`config.mk`:
```
export PLATFORM = sky130hd
export DESIGN_NAME = capture_sequencer_flat
export DESIGN_NICKNAME = d
export VERILOG_FILES = /design/src/rtl/capture_sequencer_if.sv /design/src/rtl/capture_sequencer.sv /design/src/flat_wrapper.sv
export SDC_FILE = /design/constraint.sdc
export NUM_CORES = 1
export LEC_CHECK = 0
export ABC_AREA = 1
export CAP_MARGIN = 20
export CELL_PAD_IN_SITES_DETAIL_PLACEMENT = 0
export CELL_PAD_IN_SITES_GLOBAL_PLACEMENT = 1
export CORE_UTILIZATION = 36
export DETAILED_ROUTE_END_ITERATION = 10
export GPL_TIMING_DRIVEN = 0
export MAX_ROUTING_LAYER = met4
export PLACE_DENSITY = 0.81
export SLEW_MARGIN = 5
export SYNTH_ARGS = -nofsm -noshare
export SYNTH_HDL_FRONTEND = slang
export SYNTH_SLANG_ARGS = --single-unit
```
`constraint.sdc`:
```
create_clock -name clk -period 3.1 [get_ports clk]
set_input_delay 0.465 -clock clk [delete_from_list [all_inputs] [get_ports clk]]
set_output_delay 0.465 -clock clk [all_outputs]
set_load 0.02 [all_outputs]
```
`src/rtl/capture_sequencer_if.sv`:
```
// Command, trigger and FIFO handshake bundle for capture_sequencer.
// The slave modport is the sequencer itself; master is the host/trigger/FIFO side.
interface capture_sequencer_if #(
    parameter int SEG_W  = 16,
    parameter int HOLD_W = 16,
    parameter int TMO_W  = 32
);
    logic              start_i;
    logic              abort_i;
    logic [SEG_W-1:0]  num_segments_i;
    logic [HOLD_W-1:0] holdoff_i;
    logic [TMO_W-1:0]  timeout_i;
    logic              wait_drain_i;
    logic              armed_i;
    logic              capture_go_i;
    logic              capture_done_i;
    logic              fifo_empty_i;
    logic              arm_o;
    logic              busy_o;
    logic              done_o;
    logic              timeout_o;
    logic [SEG_W-1:0]  seg_count_o;
    logic [2:0]        state_o;

    modport master (
        output start_i, abort_i, num_segments_i, holdoff_i, timeout_i, wait_drain_i,
        output armed_i, capture_go_i, capture_done_i, fifo_empty_i,
        input  arm_o, busy_o, done_o, timeout_o, seg_count_o, state_o
    );

    modport slave (
        input  start_i, abort_i, num_segments_i, holdoff_i, timeout_i, wait_drain_i,
        input  armed_i, capture_go_i, capture_done_i, fifo_empty_i,
        output arm_o, busy_o, done_o, timeout_o, seg_count_o, state_o
    );
endinterface

```
`src/rtl/capture_sequencer.sv`:
```
// Multi-segment acquisition controller: arms the trigger unit once per segment,
// waits for capture completion, optional FIFO drain and holdoff, with a watchdog.
module capture_sequencer #(
    parameter int SEG_W  = 16,
    parameter int HOLD_W = 16,
    parameter int TMO_W  = 32
) (
    input  logic               clk,
    input  logic               reset,
    capture_sequencer_if.slave bus
);
    typedef enum logic [2:0] {
        S_IDLE      = 3'd0,
        S_ARM       = 3'd1,
        S_WAIT_TRIG = 3'd2,
        S_CAPTURE   = 3'd3,
        S_DRAIN     = 3'd4,
        S_HOLDOFF   = 3'd5,
        S_DONE      = 3'd6
    } state_t;

    localparam logic [SEG_W-1:0]  SEG_ONE  = SEG_W'(1);
    localparam logic [SEG_W-1:0]  SEG_MAX  = '1;
    localparam logic [HOLD_W-1:0] HOLD_ONE = HOLD_W'(1);
    localparam logic [TMO_W-1:0]  TMO_ONE  = TMO_W'(1);

    state_t            state_reg;
    logic [SEG_W-1:0]  seg_reg;
    logic [SEG_W-1:0]  nseg_cfg_reg;
    logic [HOLD_W-1:0] hold_cfg_reg;
    logic [HOLD_W-1:0] hold_cnt_reg;
    logic [TMO_W-1:0]  tmo_cfg_reg;
    logic [TMO_W-1:0]  wdog_reg;
    logic              drain_cfg_reg;
    logic              arm_reg;
    logic              busy_reg;
    logic              done_reg;
    logic              timeout_reg;

    logic [SEG_W-1:0]  seg_inc;
    logic [SEG_W-1:0]  seg_target;
    logic              watched;
    logic              wdog_expire;

    assign seg_inc     = (seg_reg == SEG_MAX) ? seg_reg : seg_reg + SEG_ONE;
    assign seg_target  = (nseg_cfg_reg == '0) ? SEG_ONE : nseg_cfg_reg;
    assign watched     = (state_reg == S_ARM) || (state_reg == S_WAIT_TRIG) ||
                         (state_reg == S_CAPTURE);
    // wdog_reg counts completed watched cycles, so expiry lands exactly timeout cycles after ARM entry
    assign wdog_expire = (tmo_cfg_reg != '0) && ((wdog_reg + TMO_ONE) == tmo_cfg_reg);

    always_ff @(posedge clk) begin
        if (reset) begin
            state_reg     <= S_IDLE;
            seg_reg       <= '0;
            nseg_cfg_reg  <= '0;
            hold_cfg_reg  <= '0;
            hold_cnt_reg  <= '0;
            tmo_cfg_reg   <= '0;
            wdog_reg      <= '0;
            drain_cfg_reg <= 1'b0;
            arm_reg       <= 1'b0;
            busy_reg      <= 1'b0;
            done_reg      <= 1'b0;
            timeout_reg   <= 1'b0;
        end else begin
            done_reg <= 1'b0;
            if (watched) begin
                wdog_reg <= wdog_reg + TMO_ONE;
            end
            if (bus.abort_i) begin
                state_reg <= S_IDLE;
                arm_reg   <= 1'b0;
                busy_reg  <= 1'b0;
            end else if (watched && wdog_expire &&
                         !(state_reg == S_CAPTURE && bus.capture_done_i)) begin
                state_reg   <= S_DONE;
                arm_reg     <= 1'b0;
                busy_reg    <= 1'b0;
                done_reg    <= 1'b1;
                timeout_reg <= 1'b1;
            end else begin
                case (state_reg)
                    S_IDLE, S_DONE: begin
                        if (bus.start_i) begin
                            nseg_cfg_reg  <= bus.num_segments_i;
                            hold_cfg_reg  <= bus.holdoff_i;
                            tmo_cfg_reg   <= bus.timeout_i;
                            drain_cfg_reg <= bus.wait_drain_i;
                            seg_reg       <= '0;
                            timeout_reg   <= 1'b0;
                            wdog_reg      <= '0;
                            state_reg     <= S_ARM;
                            arm_reg       <= 1'b1;
                            busy_reg      <= 1'b1;
                        end
                    end
                    S_ARM: begin
                        if (bus.armed_i || bus.capture_go_i) begin
                            state_reg <= S_WAIT_TRIG;
                        end
                    end
                    S_WAIT_TRIG: begin
                        if (bus.capture_go_i) begin
                            state_reg <= S_CAPTURE;
                            arm_reg   <= 1'b0;
                        end
                    end
                    S_CAPTURE: begin
                        if (bus.capture_done_i) begin
                            seg_reg <= seg_inc;
                            if (seg_inc >= seg_target) begin
                                state_reg <= S_DONE;
                                busy_reg  <= 1'b0;
                                done_reg  <= 1'b1;
                            end else if (drain_cfg_reg) begin
                                state_reg <= S_DRAIN;
                            end else begin
                                state_reg    <= S_HOLDOFF;
                                hold_cnt_reg <= hold_cfg_reg;
                            end
                        end
                    end
                    S_DRAIN: begin
                        if (bus.fifo_empty_i) begin
                            state_reg    <= S_HOLDOFF;
                            hold_cnt_reg <= hold_cfg_reg;
                        end
                    end
                    S_HOLDOFF: begin
                        if (hold_cnt_reg == '0) begin
                            state_reg <= S_ARM;
                            arm_reg   <= 1'b1;
                            wdog_reg  <= '0;
                        end else begin
                            hold_cnt_reg <= hold_cnt_reg - HOLD_ONE;
                        end
                    end
                    default: begin
                        state_reg <= S_IDLE;
                        arm_reg   <= 1'b0;
                        busy_reg  <= 1'b0;
                    end
                endcase
            end
        end
    end

    assign bus.arm_o       = arm_reg;
    assign bus.busy_o      = busy_reg;
    assign bus.done_o      = done_reg;
    assign bus.timeout_o   = timeout_reg;
    assign bus.seg_count_o = seg_reg;
    assign bus.state_o     = state_reg;
endmodule

```
`src/flat_wrapper.sv`:
```
// flat-port wrapper written by rule: the top's interface ports become plain ports
module capture_sequencer_flat 
#(
    parameter int SEG_W  = 16,
    parameter int HOLD_W = 16,
    parameter int TMO_W  = 32
)
  (clk, reset, bus_start_i, bus_abort_i, bus_num_segments_i, bus_holdoff_i, bus_timeout_i, bus_wait_drain_i, bus_armed_i, bus_capture_go_i, bus_capture_done_i, bus_fifo_empty_i, bus_arm_o, bus_busy_o, bus_done_o, bus_timeout_o, bus_seg_count_o, bus_state_o);
  capture_sequencer_if #(.SEG_W(SEG_W), .HOLD_W(HOLD_W), .TMO_W(TMO_W)) bus_i ();
  input  logic clk;
  input  logic reset;
  input wire logic [$bits(bus_i.start_i)-1:0] bus_start_i;
  input wire logic [$bits(bus_i.abort_i)-1:0] bus_abort_i;
  input wire logic [$bits(bus_i.num_segments_i)-1:0] bus_num_segments_i;
  input wire logic [$bits(bus_i.holdoff_i)-1:0] bus_holdoff_i;
  input wire logic [$bits(bus_i.timeout_i)-1:0] bus_timeout_i;
  input wire logic [$bits(bus_i.wait_drain_i)-1:0] bus_wait_drain_i;
  input wire logic [$bits(bus_i.armed_i)-1:0] bus_armed_i;
  input wire logic [$bits(bus_i.capture_go_i)-1:0] bus_capture_go_i;
  input wire logic [$bits(bus_i.capture_done_i)-1:0] bus_capture_done_i;
  input wire logic [$bits(bus_i.fifo_empty_i)-1:0] bus_fifo_empty_i;
  output wire logic [$bits(bus_i.arm_o)-1:0] bus_arm_o;
  output wire logic [$bits(bus_i.busy_o)-1:0] bus_busy_o;
  output wire logic [$bits(bus_i.done_o)-1:0] bus_done_o;
  output wire logic [$bits(bus_i.timeout_o)-1:0] bus_timeout_o;
  output wire logic [$bits(bus_i.seg_count_o)-1:0] bus_seg_count_o;
  output wire logic [$bits(bus_i.state_o)-1:0] bus_state_o;
  assign bus_i.start_i = bus_start_i;
  assign bus_i.abort_i = bus_abort_i;
  assign bus_i.num_segments_i = bus_num_segments_i;
  assign bus_i.holdoff_i = bus_holdoff_i;
  assign bus_i.timeout_i = bus_timeout_i;
  assign bus_i.wait_drain_i = bus_wait_drain_i;
  assign bus_i.armed_i = bus_armed_i;
  assign bus_i.capture_go_i = bus_capture_go_i;
  assign bus_i.capture_done_i = bus_capture_done_i;
  assign bus_i.fifo_empty_i = bus_fifo_empty_i;
  assign bus_arm_o = bus_i.arm_o;
  assign bus_busy_o = bus_i.busy_o;
  assign bus_done_o = bus_i.done_o;
  assign bus_timeout_o = bus_i.timeout_o;
  assign bus_seg_count_o = bus_i.seg_count_o;
  assign bus_state_o = bus_i.state_o;
  capture_sequencer #(.SEG_W(SEG_W), .HOLD_W(HOLD_W), .TMO_W(TMO_W)) u_core (.clk(clk), .reset(reset), .bus(bus_i));
endmodule
```
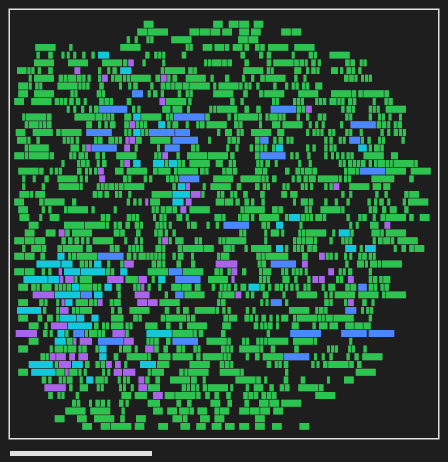
Figure 1: drive-strength map.
Scale bar: 50 um.
colour	size	cells	share	most used
cyan	_3 and _4 cells	50	3.6%	buf_4
green	_0 and _1 cells	1245	89%	nand2_1
purple	_2 cells	70	5.0%	nand2_2
blue	_6 and larger	33	2.4%	clkbuf_16
final setup margin: -136.0 ps
Layout area overhead: 30.59%

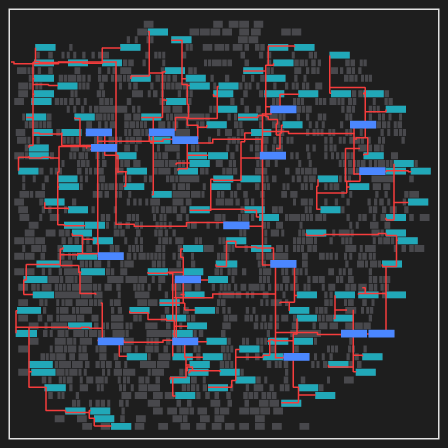
Figure 2: clock wires, drivers and flops.
[red] clock wires | length: 2050 um
[cyan] flip-flops | count: 136
[blue] clock drivers | count: 17
flops lie	widely spread
clk_lat worst skew: 440 ps
clock share of power: 0.435

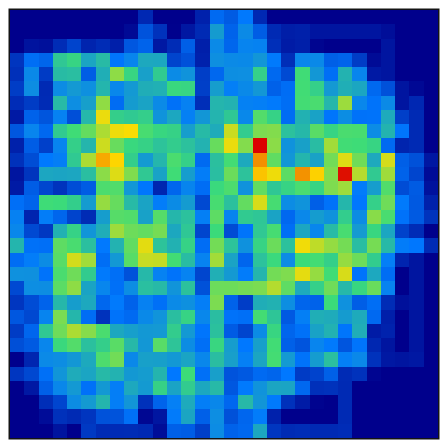
Figure 3: routed metal per tile.
30 x 30 tiles, from dark blue (low) to red (high), scaled to the fullest tile. Values are wire area over tile area, all layers added.
nearly empty tiles	13%
mean over tiles	0.18
tiles over half the peak	15%
densest ninth of the die	centre
drt total wl: 26050 um
detailed-route via count: 8433
WL/cell: 15.57 um
total global routing track utilization: 0.2448

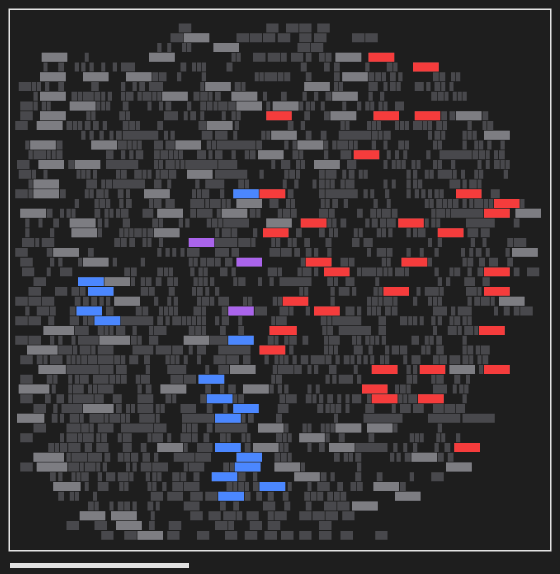
Figure 4: sequential cells coloured by netlist name.
Scale bar: 50 um. Other sequential cells in the stronger grey, the rest of the logic in the fainter grey.
colour	netlist name	flops
blue	`u_core.nseg_cfg_reg`	16
red	`u_core.wdog_reg`	32
purple	`u_core.bus.state_o`	3
seq pwr: 1.93 mW
fraction of area in registers: 0.2656
final core occ: 0.4856
Reg area: 0.002754 mm2

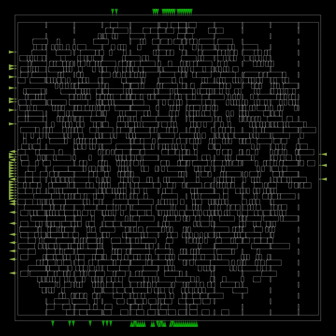
Figure 5: cell outlines without signal wires.
Filler Cells Inserted: 2212
Non-Filler Instances: 1673
num rows: 53
Core Region: 0.02135 mm2

==> notes.md <==
run results: Post-route DRC=0, ratio of cells with drive above 1 in the final layout=0.1094, status=complete, but fails checks, sequential share of the synthesized area=0.3429, Top Ports=96, FMAX=309.0 MHz, ys flops=136, syn_nets=1339, Root Buffer=clkbuf_16, Non-clock buffer share=0.1306, grt ovf=0, Synth Cell Area=0.007940 mm2, GR Util met1=0.2999, simple share=0.3385, Antenna Diode Count=0, violations in the final reports=setup timing, yosys synthesis warning count=0, yosys stat chip area=0.007940 mm2, final setup fails=14, post-synth top area cell=dfxtp_1, final setup margin=-136.0 ps, Nets=1477
worst paths after layout:
kind                                                start                         to  slack (ps)  cells after the start
worst max-delay path            u_core.bus.seg_count_o[0]     u_core.hold_cnt_reg[2]        -140                     27
worst min-delay path                                reset  u_core.bus.seg_count_o[1]         430                      2
worst max register to register  u_core.bus.seg_count_o[0]     u_core.hold_cnt_reg[2]        -140                     27
worst min register to register  u_core.bus.seg_count_o[9]  u_core.bus.seg_count_o[9]         480                      2
power by group through the flow:
stage | clock network (mW) | logic, mW | registers (mW)
after CTS | 2.14 | 0.795 | 1.94
after floorplan | 0 | 0.493 | 1.95
after global placement | 0 | 0.763 | 1.98
final | 2.11 | 0.808 | 1.93
after detailed placement | 0 | 0.769 | 1.98
after global routing | 2.22 | 0.914 | 1.95
Power is estimated from default activity; no workload was simulated.
